$ cat config.mk
export PLATFORM = sky130hd
export DESIGN_NAME = addsub_serial
export DESIGN_NICKNAME = d
export VERILOG_FILES = /design/src/rtl/addsub_serial.sv
export SDC_FILE = /design/constraint.sdc
export NUM_CORES = 1
export LEC_CHECK = 0
export CAP_MARGIN = 25
export CORE_MARGIN = 2
export CORE_UTILIZATION = 48
export CTS_BUF_LIST = sky130_fd_sc_hd__clkbuf_8 sky130_fd_sc_hd__clkbuf_16
export DETAILED_ROUTE_END_ITERATION = 16
export GPL_TIMING_DRIVEN = 0
export HOLD_SLACK_MARGIN = 0.03
export PLACE_DENSITY_LB_ADDON = 0.2
export SETUP_SLACK_MARGIN = 0.15
export SLEW_MARGIN = 20
export SYNTH_ARGS = -nofsm -noshare
export SYNTH_HDL_FRONTEND = slang
export SYNTH_SLANG_ARGS = --single-unit
$ cat constraint.sdc
create_clock -name clk -period 2.8 [get_ports clk]
set_input_delay 0.56 -clock clk [delete_from_list [all_inputs] [get_ports clk]]
set_output_delay 0.56 -clock clk [all_outputs]
set_load 0.01 [all_outputs]
$ cat src/rtl/addsub_serial.sv
// Chunk-serial two's-complement adder/subtractor with an accumulate mode, status flags
// and valid/ready handshakes; CHUNK bits are summed per cycle with a registered carry.
module addsub_serial #(
  parameter int WIDTH = 16,
  parameter int CHUNK = 4
) (
  input  logic             clk,
  input  logic             rst,
  input  logic [WIDTH-1:0] in_a,
  input  logic [WIDTH-1:0] in_b,
  input  logic [1:0]       in_op,
  input  logic             in_valid,
  output logic             in_ready,
  output logic [WIDTH-1:0] out_s,
  output logic             out_cy,
  output logic             out_ov,
  output logic             out_z,
  output logic             out_n,
  output logic             out_valid,
  input  logic             out_ready
);

  localparam int N  = WIDTH / CHUNK;
  localparam int KW = (N > 1) ? $clog2(N) : 1;

  typedef enum logic [1:0] {IDLE, RUN, DONE} state_t;

  state_t           state, state_next;
  logic [WIDTH-1:0] opa, opb, work, work_next;
  logic             carry;
  logic [KW-1:0]    k;
  logic [31:0]      base;
  logic [CHUNK:0]   chunk_sum;
  logic             last, accept, msb_cin;

  always_ff @(posedge clk) begin
    if (rst) state <= IDLE;
    else     state <= state_next;
  end

  always_comb begin
    state_next = state;
    in_ready   = 1'b0;
    out_valid  = 1'b0;
    case (state)
      IDLE: begin
        in_ready = 1'b1;
        if (in_valid) state_next = RUN;
      end
      RUN:  if (last) state_next = DONE;
      DONE: begin
        out_valid = 1'b1;
        if (out_ready) state_next = IDLE;
      end
      default: state_next = IDLE;
    endcase
  end

  assign accept = in_ready & in_valid;
  assign last   = (k == KW'(N - 1));

  // The MSB sum bit is a ^ b ^ cin, so the carry into the MSB falls out of the finished sum.
  always_comb begin
    base      = 32'(k) * 32'(CHUNK);
    chunk_sum = {1'b0, opa[base +: CHUNK]} + {1'b0, opb[base +: CHUNK]} + {{CHUNK{1'b0}}, carry};
    work_next = work;
    work_next[base +: CHUNK] = chunk_sum[CHUNK-1:0];
    msb_cin   = work_next[WIDTH-1] ^ opa[WIDTH-1] ^ opb[WIDTH-1];
  end

  // out_s doubles as the accumulator R: it only changes when a result is completed.
  always_ff @(posedge clk) begin
    if (rst) begin
      opa    <= '0;
      opb    <= '0;
      work   <= '0;
      carry  <= 1'b0;
      k      <= '0;
      out_s  <= '0;
      out_cy <= 1'b0;
      out_ov <= 1'b0;
      out_z  <= 1'b0;
      out_n  <= 1'b0;
    end else if (accept) begin
      opa   <= in_op[1] ? out_s : in_a;
      opb   <= in_b ^ {WIDTH{in_op[0]}};
      carry <= in_op[0];
      k     <= '0;
    end else if (state == RUN) begin
      work  <= work_next;
      carry <= chunk_sum[CHUNK];
      k     <= last ? '0 : k + 1'b1;
      if (last) begin
        out_s  <= work_next;
        out_cy <= chunk_sum[CHUNK];
        out_ov <= msb_cin ^ chunk_sum[CHUNK];
        out_z  <= (work_next == '0);
        out_n  <= work_next[WIDTH-1];
      end
    end
  end

endmodule

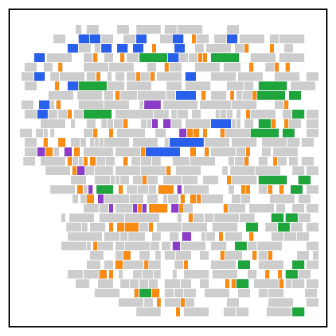
(images/logic_types.png)
legend:
  orange:
    family: NOR gates
    cells: 94
    where: widely spread
  green:
    family: multiplexers
    cells: 26
  purple:
    family: NAND gates
    cells: 16
    where: middle
  blue:
    family: XOR/XNOR gates
    cells: 21

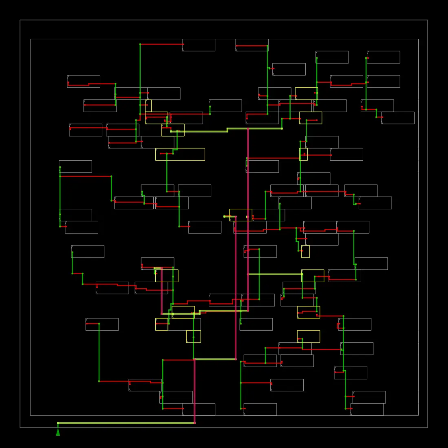
(images/clocks.png)
CLK BUF: 10
Num CTS Buffers: 9
Insertion Delay late pin: 340 ps

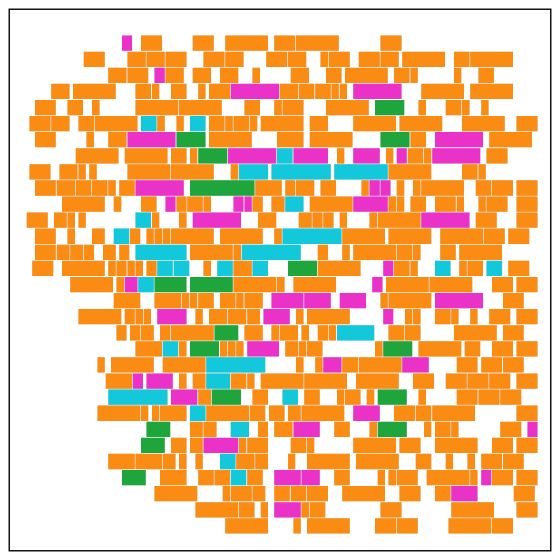
(images/sizes.png)
legend:
  cyan:
    size: _3 and _4 cells
    cells: 29
    most_used: buf_4
  orange:
    size: _0 and _1 cells
    cells: 383
    most_used: nor2_1
  magenta:
    size: _2 cells
    cells: 45
    most_used: buf_2
  green:
    size: _6 and larger
    cells: 17
    most_used: clkbuf_8

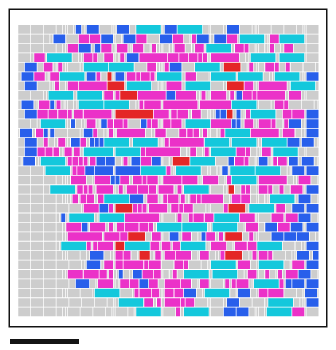
(images/placement_by_type.png)
Scale bar: 20 µm. Fill, decap, tap and diode cells in grey.
legend:
  cyan:
    class: flops
    cells: 72
    share_of_their_area: 30%
  magenta:
    class: combinational and other logic
    cells: 281
    share_of_their_area: 47%
  blue:
    class: other buffers and delay cells
    cells: 105
    share_of_their_area: 18%
  red:
    class: clock drivers and dummy loads
    cells: 16
    share_of_their_area: 4.2%

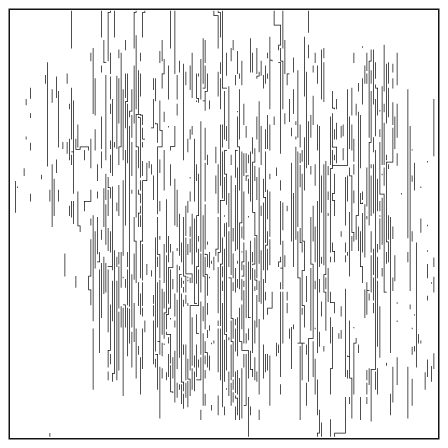
(images/layer_met2.png)
longest straight run: 46.8 µm
wire length on this layer: 4920 µm
nets with wire on the layer: 441
main direction: vertical
share of all routed wire: 48%

==> notes.md <==
run metrics: core area 7330 µm², initial antenna violation count 0, # hold bufs at CTS 0, CP endpoint kind register, met3 wire len 636 µm, Synth Cell Area 3660 µm², Synth Warn # 0, first-pass GRT wire length 16.5 mm, critical path required time 3070 ps, Chip Area 8330 µm², worst IR drop on VDD 250 µV, post-route clock skew 8.06 ps, fp util 0.499, H-tree levels 3, Tcrit/Tclk final 1.03, Yosys Instances 388, drt initial violations 218, vias per std cell 5.71, final WL 10.3 mm, Max-area cell share 0.394, Leak Pwr 1.76 nW, path category of the worst min-delay check register to register, Max Fclk 0.348 GHz, Yosys chip area 3660 µm², DR vias 3273, RSZ-0062 raised after global routing yes, Synth cell types 47, DR WL met2 4.92 mm, Cell Chain, Critical Path buf_8 -> buf_12 -> mux4_2 -> fa_2 -> inv_2 -> fa_2 -> nor2_4 -> a41oi_4 -> buf_4 -> buf_4 -> a211oi_2, post-synthesis cell count 388, violated checks negative setup slack, slowest CP cell mux4_2, Cell area leaders dfxtp_1 (39%), a211oi_1 (11%), nor2_1 (7.9%), mux2i_1 (4.9%), mux4_2 (4.9%), worst slew margin relative to its limit 0.545, IO Port Bufs 56, outcome finished, violations left, hpwl dp 7.28 mm, async set or reset register ratio after synthesis 0, Syn Nets 437, number of global-route vias before repair 3235, final number of setup-violating endpoints 5, DR DRC count 0, Final Slew Violations 0, Inserted Diodes 0, Commonest cells post-synth nor2_1 (77), dfxtp_1 (72), a211oi_1 (56), CP Class register to register, Die Height 91.3 µm, CTS tree built, clock sinks 72, startpoint types register, Final ANT Viol Nets 0, fillers 572, GRT Resource Usage Total 0.252, Max FO, Critical Path 6, Die Span X 91.3 µm, Worst Tran Pin Value 682 ps, cell taking the most area after synthesis dfxtp_1, minimum clock period 2880 ps, stage-log warning count 34, mean area per synthesized cell 9.43 µm², # nets final 518, clock root cell clkbuf_8, setup TNS -277 ps, area growth from synthesis to layout 33.3%, CTS Buffer Depth 2, drt wl/cell 18.0 µm, largest net degree at the start of global routing 13, Place WS -315 ps, Max Used Layer met4, Hold Slack 489 ps, # rows 31, pwr dens 520 nW/µm², count of library flops with an enable pin 0, Worst path max stage delay 540 ps, Arr. time, crit path 3140 ps, most frequent cell after synthesis nor2_1, clock slew at reported path FFs 80 ps, sequential area share after synthesis 0.394, FF-to-FF setup slack -80 ps, post-route setup slack -75.3 ps, Synth Flop Type dfxtp_1, gp weighted congestion 0.866, DR pass1 iterations 4, Congestion Overflow GR 0, #FFs+latches synth 72, MaxCap Viol Count 0, Ports 60
routing by layer:
layer | vias to the layer above | GRT usage
li1 | 1559 | -
met1 | 1565 | 0.327
met2 | 131 | 0.417
met3 | 18 | 0.0523
met4 | 0 | 0.0871
met5 | - | 0
power breakdown:
part	switching, mW	internal [mW]	leakage (nW)
Combinational	0.308	0.280	1.06
Sequential	0.0338	1.08	0.590
Clock	0.401	0.431	0.103
Total	0.743	1.79	1.76
worst max-delay path, delay by kind of cell, from the launching register on:
kind	cells	cell delay, ps
flip-flops	1	360
buffers and inverters	5	570
multiplexers	1	540
AND/OR/NAND/NOR	1	160
adder cells (fa/ha/maj)	2	860
AND-OR/OR-AND	2	320
path summary, 6_finish.rpt:
kind	start	endpoint	cells after the start
setup / recovery	k[0]	out_s[9]	11
hold / removal	work[8]	work[8]	2
setup reg to reg	k[0]	out_s[9]	11
hold reg to reg	work[8]	work[8]	2
sequential cells by signal (all words and copies together), names as in the netlist, 2 cells and up:
| signal | cells |
|---|---|
| work | 16 |
| opa | 16 |
| opb | 16 |
| k | 2 |
| state | 2 |
| out_s | 16 |
timing repair:
action | in CTS | in global routing
cloned | 0 | 0
setup endpoints to repair | 25 | 17
resized | 19 | 17
setup buffers | 11 | 3
pin swaps | 10 | 9
logic make-up after synthesis:
logic type | count (synthesis) | share of synthesized area
adders and majority gates | 11 | 0.0417
muxes | 26 | 0.0985
xor gates and xnor gates | 21 | 0.0523
AOI/OAI and AO/OA | 93 | 0.196
and+or+nand+nor | 121 | 0.158
DFF | 72 | 0.394
buffers and inverters | 44 | 0.0585
cell type report:
class,count,area [µm²],share of cell area
tap,99,124,0.0254
inverter,9,33.8,0.00693
multi-input combinational,272,2200,0.451
buffer,35,203,0.0416
clock inverter,6,60.1,0.0123
clock buffer,10,138,0.0282
sequential,72,1450,0.296
timing repair buffer,70,673,0.138
metrics by stage:
stage          power (mW)  utilization  instances  instance area [µm²]
2_1_floorplan        1.46            -        388                 3680
3_3_place_gp         1.61        0.595        543                 4370
3_5_place_dp         1.62        0.595        543                 4370
4_1_cts              2.48        0.648        570                 4750
5_1_grt              2.64        0.665        573                 4870
6_report             2.54        0.665        573                 4870
cell usage in the layout (no fill, tap or decap), types with 9 or more instances in the layout:
| master | n |
|---|---|
| mux2i_1 | 17 |
| buf_2 | 11 |
| inv_1 | 9 |
| clkbuf_8 | 10 |
| nor2_1 | 76 |
| clkdlybuf4s50_1 | 56 |
| a211oi_2 | 9 |
| dfxtp_1 | 71 |
| a211oi_1 | 50 |
| buf_4 | 15 |
| xnor2_1 | 17 |
| clkbuf_1 | 15 |
Power and IR drop assume default switching activity.
